--- config.mk ---
export PLATFORM = sky130hd
export DESIGN_NAME = tdm_demux_1xn
export DESIGN_NICKNAME = d
export VERILOG_FILES = /design/src/rtl/tdm_demux_1xn.sv
export SDC_FILE = /design/constraint.sdc
export NUM_CORES = 1
export LEC_CHECK = 0
export CAP_MARGIN = 15
export CORE_MARGIN = 2
export CORE_UTILIZATION = 45
export DETAILED_ROUTE_END_ITERATION = 8
export PLACE_DENSITY = 0.73
export SLEW_MARGIN = 10
export SYNTH_ARGS = -nofsm -noshare
export SYNTH_HDL_FRONTEND = slang
export SYNTH_SLANG_ARGS = --single-unit
--- constraint.sdc ---
create_clock -name clk -period 4.2 [get_ports clk]
set_input_delay 0.42 -clock clk [delete_from_list [all_inputs] [get_ports clk]]
set_output_delay 0.42 -clock clk [all_outputs]
set_load 0.01 [all_outputs]
--- src/rtl/tdm_demux_1xn.sv ---
// -----------------------------------------------------------------------------
// tdm_demux_1xn
//
// Receive end of a time-division-multiplexed link. The upstream mux sends one
// W-bit sample per beat and cycles through N slots, with frame_sync marking
// slot 0. This block locks to frame_sync and tracks the slot position. It
// collects the N samples of a frame and presents them together as one
// parallel word, with a single-cycle valid strobe. It also flags framing
// errors.
//
// Parameters
//   N  channels (slots) per frame, legal range 2..16
//   W  bits per sample
//
// Ports
//   clk         in   1    single clock, rising edge
//   rst         in   1    synchronous, active-high reset
//   din         in   W    TDM sample for the current slot
//   din_valid   in   1    din carries a beat this cycle; gaps are allowed
//   frame_sync  in   1    marks the beat as slot 0; ignored when din_valid=0
//   dout        out  N*W  last complete frame, channel k at dout[k*W +: W]
//   dout_valid  out  1    one-cycle strobe: dout was just updated
//   locked      out  1    1 = aligned to frame boundaries (FSM state LOCKED)
//   sync_err    out  1    one-cycle strobe: framing violation detected
//   err_cnt     out  8    saturating framing-error count; this port exists
//                         only when TDM_ERR_CNT_EN is defined
//
// Optional feature: define TDM_ERR_CNT_EN to add the err_cnt port and its
// counter. The default build leaves it out and is otherwise identical.
//
// Handshake: the input has no back-pressure. A beat is any cycle with
// din_valid=1, and it is consumed in that cycle. dout_valid is a plain strobe
// with no ready. dout keeps its value until the next complete frame
// overwrites it.
// -----------------------------------------------------------------------------
module tdm_demux_1xn #(
  parameter int N = 4,
  parameter int W = 8
) (
  input  logic           clk,
  input  logic           rst,
  input  logic [W-1:0]   din,
  input  logic           din_valid,
  input  logic           frame_sync,
  output logic [N*W-1:0] dout,
  output logic           dout_valid,
  output logic           locked,
  output logic           sync_err
`ifdef TDM_ERR_CNT_EN
  ,
  output logic [7:0]     err_cnt
`endif
);

  // Width of the slot counter. N=2 still needs one bit.
  localparam int SW = (N > 2) ? $clog2(N) : 1;
  localparam logic [SW-1:0] SLOT_LAST = SW'(N - 1);
  localparam logic [SW-1:0] SLOT_ONE  = SW'(1);

  typedef enum logic [0:0] {
    ST_SEARCH = 1'b0,
    ST_LOCKED = 1'b1
  } state_t;

  state_t              state;
  logic [SW-1:0]       slot;
  // Holds samples for slots 0..N-2. The last sample goes straight from din
  // into dout, so there is no staging entry for it.
  logic [(N-1)*W-1:0]  staging;

  // A framing violation can only be seen while locked:
  //  - a sync beat at any position other than slot 0 (early sync), or
  //  - a beat without sync where slot 0 is expected (missing sync).
  logic err_event;

  always_comb begin
    err_event = 1'b0;
    if (din_valid && (state == ST_LOCKED)) begin
      if (frame_sync)
        err_event = (slot != '0);
      else
        err_event = (slot == '0);
    end
  end

  // The FSM state is the locked flag. Both are registered.
  assign locked = (state == ST_LOCKED);

  always_ff @(posedge clk) begin
    if (rst) begin
      state      <= ST_SEARCH;
      slot       <= '0;
      staging    <= '0;
      dout       <= '0;
      dout_valid <= 1'b0;
      sync_err   <= 1'b0;
    end else begin
      // Strobes are low unless this cycle's beat raises them.
      dout_valid <= 1'b0;
      sync_err   <= err_event;
      if (din_valid) begin
        case (state)
          ST_SEARCH: begin
            // Beats without sync are dropped until a slot 0 shows up.
            if (frame_sync) begin
              staging[W-1:0] <= din;
              slot           <= SLOT_ONE;
              state          <= ST_LOCKED;
            end
          end
          ST_LOCKED: begin
            if (frame_sync) begin
              // Normal slot 0, or an early sync that restarts the frame.
              // Any partial frame is abandoned, and dout is left alone.
              staging[W-1:0] <= din;
              slot           <= SLOT_ONE;
            end else if (slot == '0) begin
              // Missing sync: drop the beat and hunt for alignment again.
              state <= ST_SEARCH;
            end else if (slot == SLOT_LAST) begin
              // Last beat: publish the whole frame at once.
              dout       <= {din, staging};
              dout_valid <= 1'b1;
              slot       <= '0;
            end else begin
              staging[slot*W +: W] <= din;
              slot                 <= slot + SLOT_ONE;
            end
          end
          default: begin
            state <= ST_SEARCH;
            slot  <= '0;
          end
        endcase
      end
    end
  end

`ifdef TDM_ERR_CNT_EN
  // Counts the same events that raise sync_err. It holds at 255 once it
  // gets there and is cleared only by rst.
  always_ff @(posedge clk) begin
    if (rst)
      err_cnt <= '0;
    else if (err_event && (err_cnt != 8'hFF))
      err_cnt <= err_cnt + 8'd1;
  end
`endif

endmodule

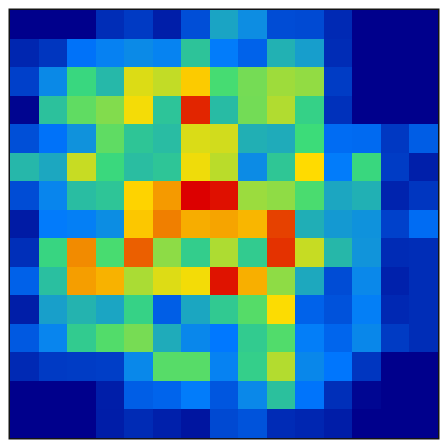
**Above:** signal metal coverage by tile.
The die is cut into 15 by 15 equal tiles; dark blue is low, red is high, scaled to the fullest tile. Values are wire area over tile area, all layers added.
densest ninth of the die: centre
tiles over half the peak: 25%
nearly empty tiles: 13%
fullest tile: 0.43
mean over tiles: 0.14

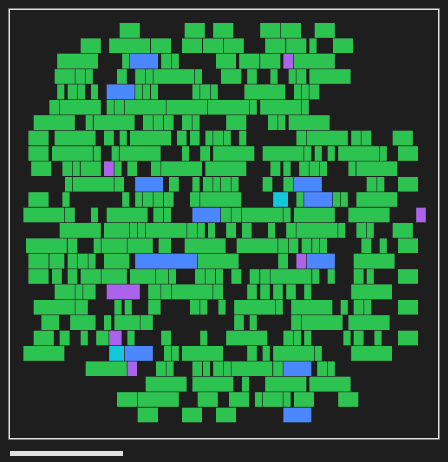
**Above:** sizing map.
The bar under the picture is 20 um long.
| colour | size | cells | most used |
|---|---|---|---|
| purple | x2 | 7 | clkinv_2 |
| blue | x6 and larger | 11 | clkbuf_8 |
| cyan | x3 and x4 | 2 | buf_4 |
| green | x1 and smaller | 312 | nand2_1 |

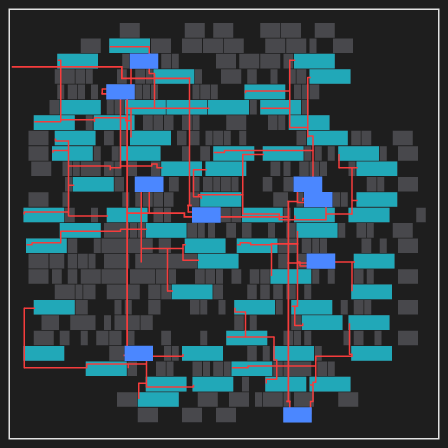
**Above:** clock wires, drivers and flops.
[blue] clock-net drivers | count: 9
[red] clock wires | length: 722 um
[cyan] flip-flops | count: 61
flops lie: all over the die

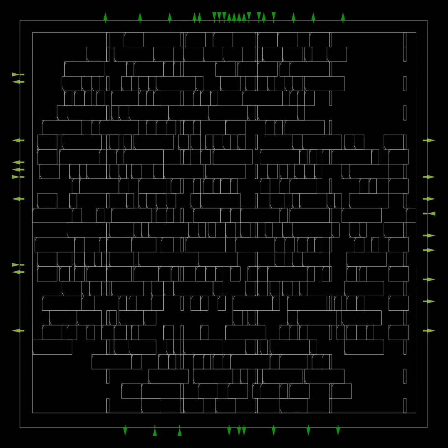
**Above:** placed standard cells.
number of filler cells placed in the layout: 467
sequential portion of the cell area: 41.0%
number of placement rows: 26

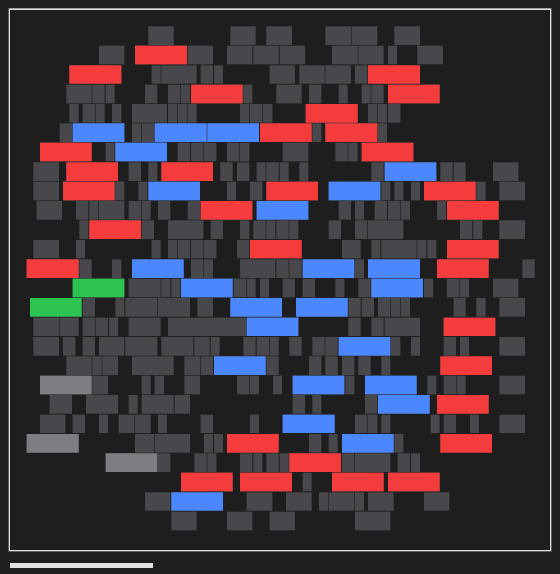
**Above:** sequential cells coloured by netlist name.
The bar under the picture is 20 um long. Other sequential cells in the stronger grey, the rest of the logic in the fainter grey.
| colour | signal | placed flops |
|---|---|---|
| green | slot | 2 |
| red | dout | 32 |
| blue | staging | 24 |

==> impl_report.txt <==
RUN METRICS
----------------------------------------------------
[Power]
  Reported sequential group power ........................ 0.000589 W
  Switching power share of the total ........................ 22.3%
  Clock power frac ........................ 44.0%

[Synthesis]
  Area figure in the yosys stat output ........................ 2310 um^2
  Post-synthesis sequential area ratio ........................ 52.8%
  Nets in the synthesized netlist ........................ 305
  Tally of unique sky130hd cells used after synthesis ........................ 24
  Mean area per synthesized cell ........................ 8.08 um^2
  Count of warnings emitted by yosys ........................ 0
  Post-synthesis register bit count ........................ 61

[Detailed routing]
  Top routing layer in use ........................ met4
  Count of unresolved DRC violations after routing ........................ 0
  Routed wire per std cell ........................ 12.8 um

[Worst setup path]
  Slowest cell delay on critical path ........................ 0.51 ns
  Number of cells on the worst reg-to-reg path ........................ 8
  Origin of the worst setup path ........................ slot[0]
  Crit-path slowest cell ........................ sky130_fd_sc_hd__nand4_1
  Data arrival time at the worst-slack endpoint ........................ 2.58 ns

[Finish]
  Dominant logic cell types in the final layout ........................ 95 x sky130_fd_sc_hd__nand2_1, 61 x sky130_fd_sc_hd__dfxtp_1, 59 x sky130_fd_sc_hd__a21oi_1
  Number of clock buffers in the layout ........................ 11
  Area growth from synthesis to layout ........................ 29.0%
  Multi-input gate area in the final layout ........................ 996 um^2
  Sequential cell area in the final layout ........................ 1220 um^2

[Place]
  IO Port Bufs ........................ 46
  Post-detail-place hpwl ........................ 3.36 mm
  Gpl congestion ........................ 0.808

[Outcome]
  Run status ........................ complete, no violations

[Final timing]
  Post-route clock period utilization ........................ 57.5%
  Final setup fails ........................ 0
  Number of endpoints with negative hold slack in the final report ........................ 0

[Die]
  Initial cell density of the core ........................ 45.9%

[Hold path]
  Beginning of the worst hold path ........................ staging[6]
  HP Class ........................ reg -> reg
  Cell depth of the worst min-delay path ........................ 2

[GRT]
  Tot GR Track Use ........................ 19.9%

[CTS]
  Setup Fix Bufs, Post-CTS ........................ 0
  Clock buffers created by TritonCTS ........................ 9
  Number of buffers on the longest clock path ........................ 2

----------------------------------------------------
cells by family after synthesis:
group / count (synthesis) / share of synthesized area (%)
adders and majority gates: 7 / 3.79
and+or+nand+nor: 131 / 24.2
buffers and inverters: 22 / 4.11
AOI/OAI and AO/OA: 65 / 15.0
DFF: 61 / 52.8
synth_stat cells:
library cell	n	area, um^2
sky130_fd_sc_hd__nand2_1	95	357
sky130_fd_sc_hd__dfxtp_1	61	1220
sky130_fd_sc_hd__a21oi_1	59	295
sky130_fd_sc_hd__nand3_1	24	120
sky130_fd_sc_hd__clkbuf_1	12	45.0
sky130_fd_sc_hd__ha_1	7	87.6
sky130_fd_sc_hd__buf_2	4	20.0
sky130_fd_sc_hd__inv_1	4	15.0
sky130_fd_sc_hd__and2_1	2	12.5
sky130_fd_sc_hd__and3_1	2	12.5
sky130_fd_sc_hd__buf_4	2	15.0
sky130_fd_sc_hd__nand4_1	2	12.5
sky130_fd_sc_hd__a311oi_1	1	8.76
sky130_fd_sc_hd__a41o_1	1	10.0
sky130_fd_sc_hd__and4b_1	1	10.0
sky130_fd_sc_hd__and4bb_1	1	12.5
sky130_fd_sc_hd__nor2_2	1	6.26
sky130_fd_sc_hd__nor2b_1	1	6.26
sky130_fd_sc_hd__nor3_1	1	5.00
sky130_fd_sc_hd__nor4_1	1	6.26
sky130_fd_sc_hd__o21a_1	1	7.51
sky130_fd_sc_hd__o21ai_0	1	5.00
sky130_fd_sc_hd__o21ai_1	1	5.00
sky130_fd_sc_hd__o311ai_2	1	16.3
sequential cells by signal (all words and copies together) (netlist names):
| register | count |
|---|---|
| slot | 2 |
| dout_valid | 1 |
| staging | 24 |
| sync_err | 1 |
| locked | 1 |
| dout | 32 |
Power figures rest on the tool's default switching activity, not on a simulated workload.
